**src/rtl/mem_pkg.sv**
```systemverilog
// Shared types and helpers for the memory access unit: FSM states, access-size
// encodings and the size-to-strobe/alignment-mask helpers.
package mem_pkg;

    typedef enum logic [1:0] {
        IDLE = 2'd0,
        BUSY = 2'd1,
        DONE = 2'd2
    } memu_state_e;

    localparam logic [1:0] MSIZE_B = 2'd0;
    localparam logic [1:0] MSIZE_H = 2'd1;
    localparam logic [1:0] MSIZE_W = 2'd2;
    localparam logic [1:0] MSIZE_D = 2'd3;

    // Byte-lane strobe for an access of the given size at lane 0.
    function automatic logic [7:0] size_strb(input logic [1:0] size);
        logic [7:0] strb;
        case (size)
            MSIZE_B: strb = 8'h01;
            MSIZE_H: strb = 8'h03;
            MSIZE_W: strb = 8'h0F;
            default: strb = 8'hFF;
        endcase
        return strb;
    endfunction

    // Low address bits that must be zero for a naturally aligned access.
    function automatic logic [2:0] size_lowmask(input logic [1:0] size);
        logic [2:0] mask;
        case (size)
            MSIZE_B: mask = 3'b000;
            MSIZE_H: mask = 3'b001;
            MSIZE_W: mask = 3'b011;
            default: mask = 3'b111;
        endcase
        return mask;
    endfunction

endpackage

```
**src/rtl/mem_access_unit_if.sv**
```systemverilog
// Data-bus command/response bundle between the memory access unit (master)
// and the memory system (slave).
interface mem_access_unit_if;
    logic        dbus_valid;
    logic        dbus_we;
    logic [63:0] dbus_addr;
    logic [63:0] dbus_wdata;
    logic [7:0]  dbus_strb;
    logic        dbus_ready;
    logic [63:0] dbus_rdata;

    modport master (
        output dbus_valid, dbus_we, dbus_addr, dbus_wdata, dbus_strb,
        input  dbus_ready, dbus_rdata
    );

    modport slave (
        input  dbus_valid, dbus_we, dbus_addr, dbus_wdata, dbus_strb,
        output dbus_ready, dbus_rdata
    );
endinterface

```
**src/rtl/mem_align.sv**
```systemverilog
// Combinational lane logic: store data placement and strobes for the request
// being accepted, plus load extraction and sign/zero extension of bus data.
module mem_align
    import mem_pkg::*;
(
    input  logic [1:0]  st_size_i,
    input  logic [2:0]  st_off_i,
    input  logic [63:0] st_wdata_i,
    output logic [63:0] st_wdata_o,
    output logic [7:0]  st_strb_o,
    input  logic [1:0]  ld_size_i,
    input  logic [2:0]  ld_off_i,
    input  logic        ld_unsigned_i,
    input  logic [63:0] ld_rdata_i,
    output logic [63:0] ld_data_o
);

    logic [63:0] shifted;
    logic        sx;

    always_comb begin
        st_wdata_o = st_wdata_i << {st_off_i, 3'b000};
        st_strb_o  = size_strb(st_size_i) << st_off_i;

        shifted   = ld_rdata_i >> {ld_off_i, 3'b000};
        sx        = 1'b0;
        ld_data_o = shifted;
        case (ld_size_i)
            MSIZE_B: begin
                sx        = ~ld_unsigned_i & shifted[7];
                ld_data_o = {{56{sx}}, shifted[7:0]};
            end
            MSIZE_H: begin
                sx        = ~ld_unsigned_i & shifted[15];
                ld_data_o = {{48{sx}}, shifted[15:0]};
            end
            MSIZE_W: begin
                sx        = ~ld_unsigned_i & shifted[31];
                ld_data_o = {{32{sx}}, shifted[31:0]};
            end
            default: ld_data_o = shifted;
        endcase
    end

endmodule

```
**src/rtl/mem_access_unit.sv**
```systemverilog
// Memory access unit: IDLE/BUSY/DONE FSM issuing one data-bus transaction per
// accepted op. MEMU_MISALIGN_TRAP_EN enables misaligned-access trapping.
module mem_access_unit
    import mem_pkg::*;
(
    input  logic              clk,
    input  logic              rst,
    input  logic              req_valid,
    input  logic              req_we,
    input  logic [1:0]        req_size,
    input  logic              req_unsigned,
    input  logic [63:0]       req_addr,
    input  logic [63:0]       req_wdata,
    mem_access_unit_if.master dbus,
    output logic              stallreq_from_memu,
    output logic [63:0]       rdata_o,
    output logic              done_o,
    output logic              misalign_o
);

    memu_state_e state_q, state_d;

    logic        we_q;
    logic [63:0] addr_q;
    logic [63:0] wdata_q;
    logic [7:0]  strb_q;
    logic [1:0]  size_q;
    logic [2:0]  off_q;
    logic        uns_q;
    logic [63:0] rdata_q;

    logic        accept;
    logic        capture;
    logic        trap_mis;
    logic [2:0]  req_off;
    logic [63:0] st_wdata;
    logic [7:0]  st_strb;
    logic [63:0] ld_data;

    // Sub-granule address bits are dropped so the lane never straddles the size.
    assign req_off = req_addr[2:0] & ~size_lowmask(req_size);
    assign accept  = (state_q == IDLE) && req_valid;
    assign capture = (state_q == BUSY) && dbus.dbus_ready && !we_q;

`ifdef MEMU_MISALIGN_TRAP_EN
    assign trap_mis = |(req_addr[2:0] & size_lowmask(req_size));
`else
    assign trap_mis = 1'b0;
`endif

    mem_align u_align (
        .st_size_i     (req_size),
        .st_off_i      (req_off),
        .st_wdata_i    (req_wdata),
        .st_wdata_o    (st_wdata),
        .st_strb_o     (st_strb),
        .ld_size_i     (size_q),
        .ld_off_i      (off_q),
        .ld_unsigned_i (uns_q),
        .ld_rdata_i    (dbus.dbus_rdata),
        .ld_data_o     (ld_data)
    );

    always_ff @(posedge clk or posedge rst) begin
        if (rst) state_q <= IDLE;
        else     state_q <= state_d;
    end

    always_comb begin
        state_d = state_q;
        case (state_q)
            IDLE:    if (req_valid) state_d = trap_mis ? DONE : BUSY;
            BUSY:    if (dbus.dbus_ready) state_d = DONE;
            DONE:    state_d = IDLE;
            default: state_d = IDLE;
        endcase
    end

    always_ff @(posedge clk or posedge rst) begin
        if (rst) begin
            we_q    <= 1'b0;
            addr_q  <= '0;
            wdata_q <= '0;
            strb_q  <= '0;
            size_q  <= MSIZE_B;
            off_q   <= '0;
            uns_q   <= 1'b0;
            rdata_q <= '0;
        end else begin
            if (accept && !trap_mis) begin
                we_q    <= req_we;
                addr_q  <= {req_addr[63:3], 3'b000};
                wdata_q <= st_wdata;
                strb_q  <= st_strb;
                size_q  <= req_size;
                off_q   <= req_off;
                uns_q   <= req_unsigned;
            end
            if (accept && trap_mis) rdata_q <= '0;
            else if (capture)       rdata_q <= ld_data;
        end
    end

`ifdef MEMU_MISALIGN_TRAP_EN
    logic misalign_q;

    always_ff @(posedge clk or posedge rst) begin
        if (rst)                       misalign_q <= 1'b0;
        else if (accept)               misalign_q <= trap_mis;
        else if (state_q == DONE)      misalign_q <= 1'b0;
    end

    assign misalign_o = misalign_q;
`else
    assign misalign_o = 1'b0;
`endif

    assign dbus.dbus_valid = (state_q == BUSY);
    assign dbus.dbus_we    = we_q;
    assign dbus.dbus_addr  = addr_q;
    assign dbus.dbus_wdata = wdata_q;
    assign dbus.dbus_strb  = strb_q;

    assign stallreq_from_memu = !rst && (accept || (state_q == BUSY));
    assign rdata_o            = rdata_q;
    assign done_o             = (state_q == DONE);

endmodule

```
**src/flat_wrapper.sv**
```systemverilog
// flat-port wrapper written by rule: the top's interface ports become plain ports
module mem_access_unit_flat import mem_pkg::*;
  (clk, rst, req_valid, req_we, req_size, req_unsigned, req_addr, req_wdata, stallreq_from_memu, rdata_o, done_o, misalign_o, dbus_dbus_valid, dbus_dbus_we, dbus_dbus_addr, dbus_dbus_wdata, dbus_dbus_strb, dbus_dbus_ready, dbus_dbus_rdata);
  mem_access_unit_if dbus_i ();
  input  logic clk;
  input  logic rst;
  input  logic req_valid;
  input  logic req_we;
  input  logic [1:0] req_size;
  input  logic req_unsigned;
  input  logic [63:0] req_addr;
  input  logic [63:0] req_wdata;
  output logic stallreq_from_memu;
  output logic [63:0] rdata_o;
  output logic done_o;
  output logic misalign_o;
  output wire logic [$bits(dbus_i.dbus_valid)-1:0] dbus_dbus_valid;
  output wire logic [$bits(dbus_i.dbus_we)-1:0] dbus_dbus_we;
  output wire logic [$bits(dbus_i.dbus_addr)-1:0] dbus_dbus_addr;
  output wire logic [$bits(dbus_i.dbus_wdata)-1:0] dbus_dbus_wdata;
  output wire logic [$bits(dbus_i.dbus_strb)-1:0] dbus_dbus_strb;
  input wire logic [$bits(dbus_i.dbus_ready)-1:0] dbus_dbus_ready;
  input wire logic [$bits(dbus_i.dbus_rdata)-1:0] dbus_dbus_rdata;
  assign dbus_dbus_valid = dbus_i.dbus_valid;
  assign dbus_dbus_we = dbus_i.dbus_we;
  assign dbus_dbus_addr = dbus_i.dbus_addr;
  assign dbus_dbus_wdata = dbus_i.dbus_wdata;
  assign dbus_dbus_strb = dbus_i.dbus_strb;
  assign dbus_i.dbus_ready = dbus_dbus_ready;
  assign dbus_i.dbus_rdata = dbus_dbus_rdata;
  mem_access_unit u_core (.clk(clk), .rst(rst), .req_valid(req_valid), .req_we(req_we), .req_size(req_size), .req_unsigned(req_unsigned), .req_addr(req_addr), .req_wdata(req_wdata), .dbus(dbus_i), .stallreq_from_memu(stallreq_from_memu), .rdata_o(rdata_o), .done_o(done_o), .misalign_o(misalign_o));
endmodule
```
**config.mk**
```make
export PLATFORM = sky130hd
export DESIGN_NAME = mem_access_unit_flat
export DESIGN_NICKNAME = d
export VERILOG_FILES = /design/src/rtl/mem_pkg.sv /design/src/rtl/mem_access_unit_if.sv /design/src/rtl/mem_align.sv /design/src/rtl/mem_access_unit.sv /design/src/flat_wrapper.sv
export SDC_FILE = /design/constraint.sdc
export NUM_CORES = 1
export LEC_CHECK = 0
export CORE_ASPECT_RATIO = 0.8
export CORE_MARGIN = 2
export CORE_UTILIZATION = 47
export DETAILED_ROUTE_END_ITERATION = 6
export PLACE_DENSITY_LB_ADDON = 0.25
export SYNTH_ARGS = -nofsm -noshare
export SYNTH_HDL_FRONTEND = slang
export SYNTH_HIERARCHICAL = 1
export SYNTH_SLANG_ARGS = --single-unit
```
**constraint.sdc**
```tcl
create_clock -name clk -period 8.55 [get_ports clk]
set_input_delay 2.1375 -clock clk [delete_from_list [all_inputs] [get_ports clk]]
set_output_delay 2.1375 -clock clk [all_outputs]
set_load 0.005 [all_outputs]
```
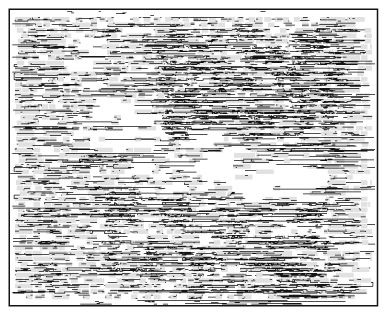
Figure 1: metal 1.
(2 px per µm)
longest straight run: 79.6 µm
share of all routed wire: 40%
wire length on this layer: 15500 µm
nets with wire on the layer: 1339
drt total wl: 38800 µm
Vias: 9554
met1 Use GR: 36.9%

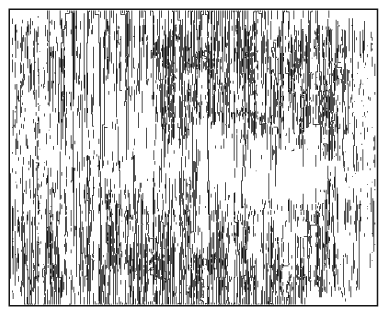
Figure 2: metal 2.
(2 px per µm)
longest straight run: 66.5 µm
nets with wire on the layer: 1390
met2 usage: 45.0%

==> metrics.csv <==
metric,value,unit
antenna cells,0,
Mux area share,37.9,%
FF+latch area,5160,µm²
Final Util,66.5,%
dpl ws,2.58,ns
hold depth,1,
Simple-Gate Fraction of Synth Area,7.82,%
#FFs+latches synth,206,
CP arrival,3.82,ns
critical path's most frequent cell,clkdlybuf4s50_1,
Die Ht,148,µm
critical path capture point,stallreq_from_memu,
Wirelength per Cell,23.4,µm
Peak supply drop,0.198,mV
Slowest Stage Delay on Critical Path,0.52,ns
fraction of registers with async set/reset,100,%
share of layout cells above drive strength 1,18.2,%
unrepaired setup endpoints after global routing,false,
required time worst endpoint,6.41,ns
Mapped Cells,957,
final net count,1512,
status,"complete, no violations",
post-CTS resize count,0,
Lkg Pwr,6.93,nW
final hold violations,0,
# rows,52,
Root Driver,clkbuf_16,
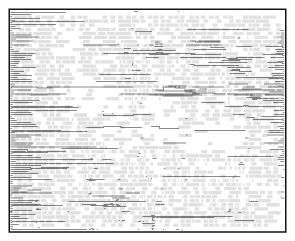
Figure 3: met3 routing.
(1.5 px per µm)
share of all routed wire: 9.8%
main direction: horizontal
longest straight run: 68.3 µm
met3 GRT Util: 9.83%

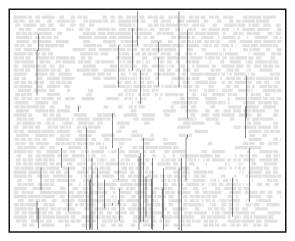
Figure 4: M4 wires.
(1.5 px per µm)
main direction: vertical
share of all routed wire: 3.2%
wire length on this layer: 1220 µm
nets with wire on the layer: 30
longest straight run: 68.0 µm

## worst max-delay path: cells and delay by family
kind,cells,cell delay (ns)
AOI/OAI and AO/OA,1,0.17
buffers and inverters,2,0.99
and+or+nand+nor,1,0.52
## per-stage QoR
stage          hold WS, ns  cell area [µm²]
2_1_floorplan        0.452            12100
3_3_place_gp         0.465            16000
3_5_place_dp         0.474            16000
4_1_cts              0.487            16800
5_1_grt              0.495            16800
6_report             0.480            16800
## where the power goes
| group | internal [W] | switching [W] | total [W] |
|---|---|---|---|
| clock network | 0.000598 | 0.000435 | 0.00103 |
| logic | 0.00147 | 0.000996 | 0.00247 |
| registers | 0.00140 | 0.000255 | 0.00166 |
| total | 0.00347 | 0.00169 | 0.00516 |
Power figures rest on the tool's default switching activity, not on a simulated workload.
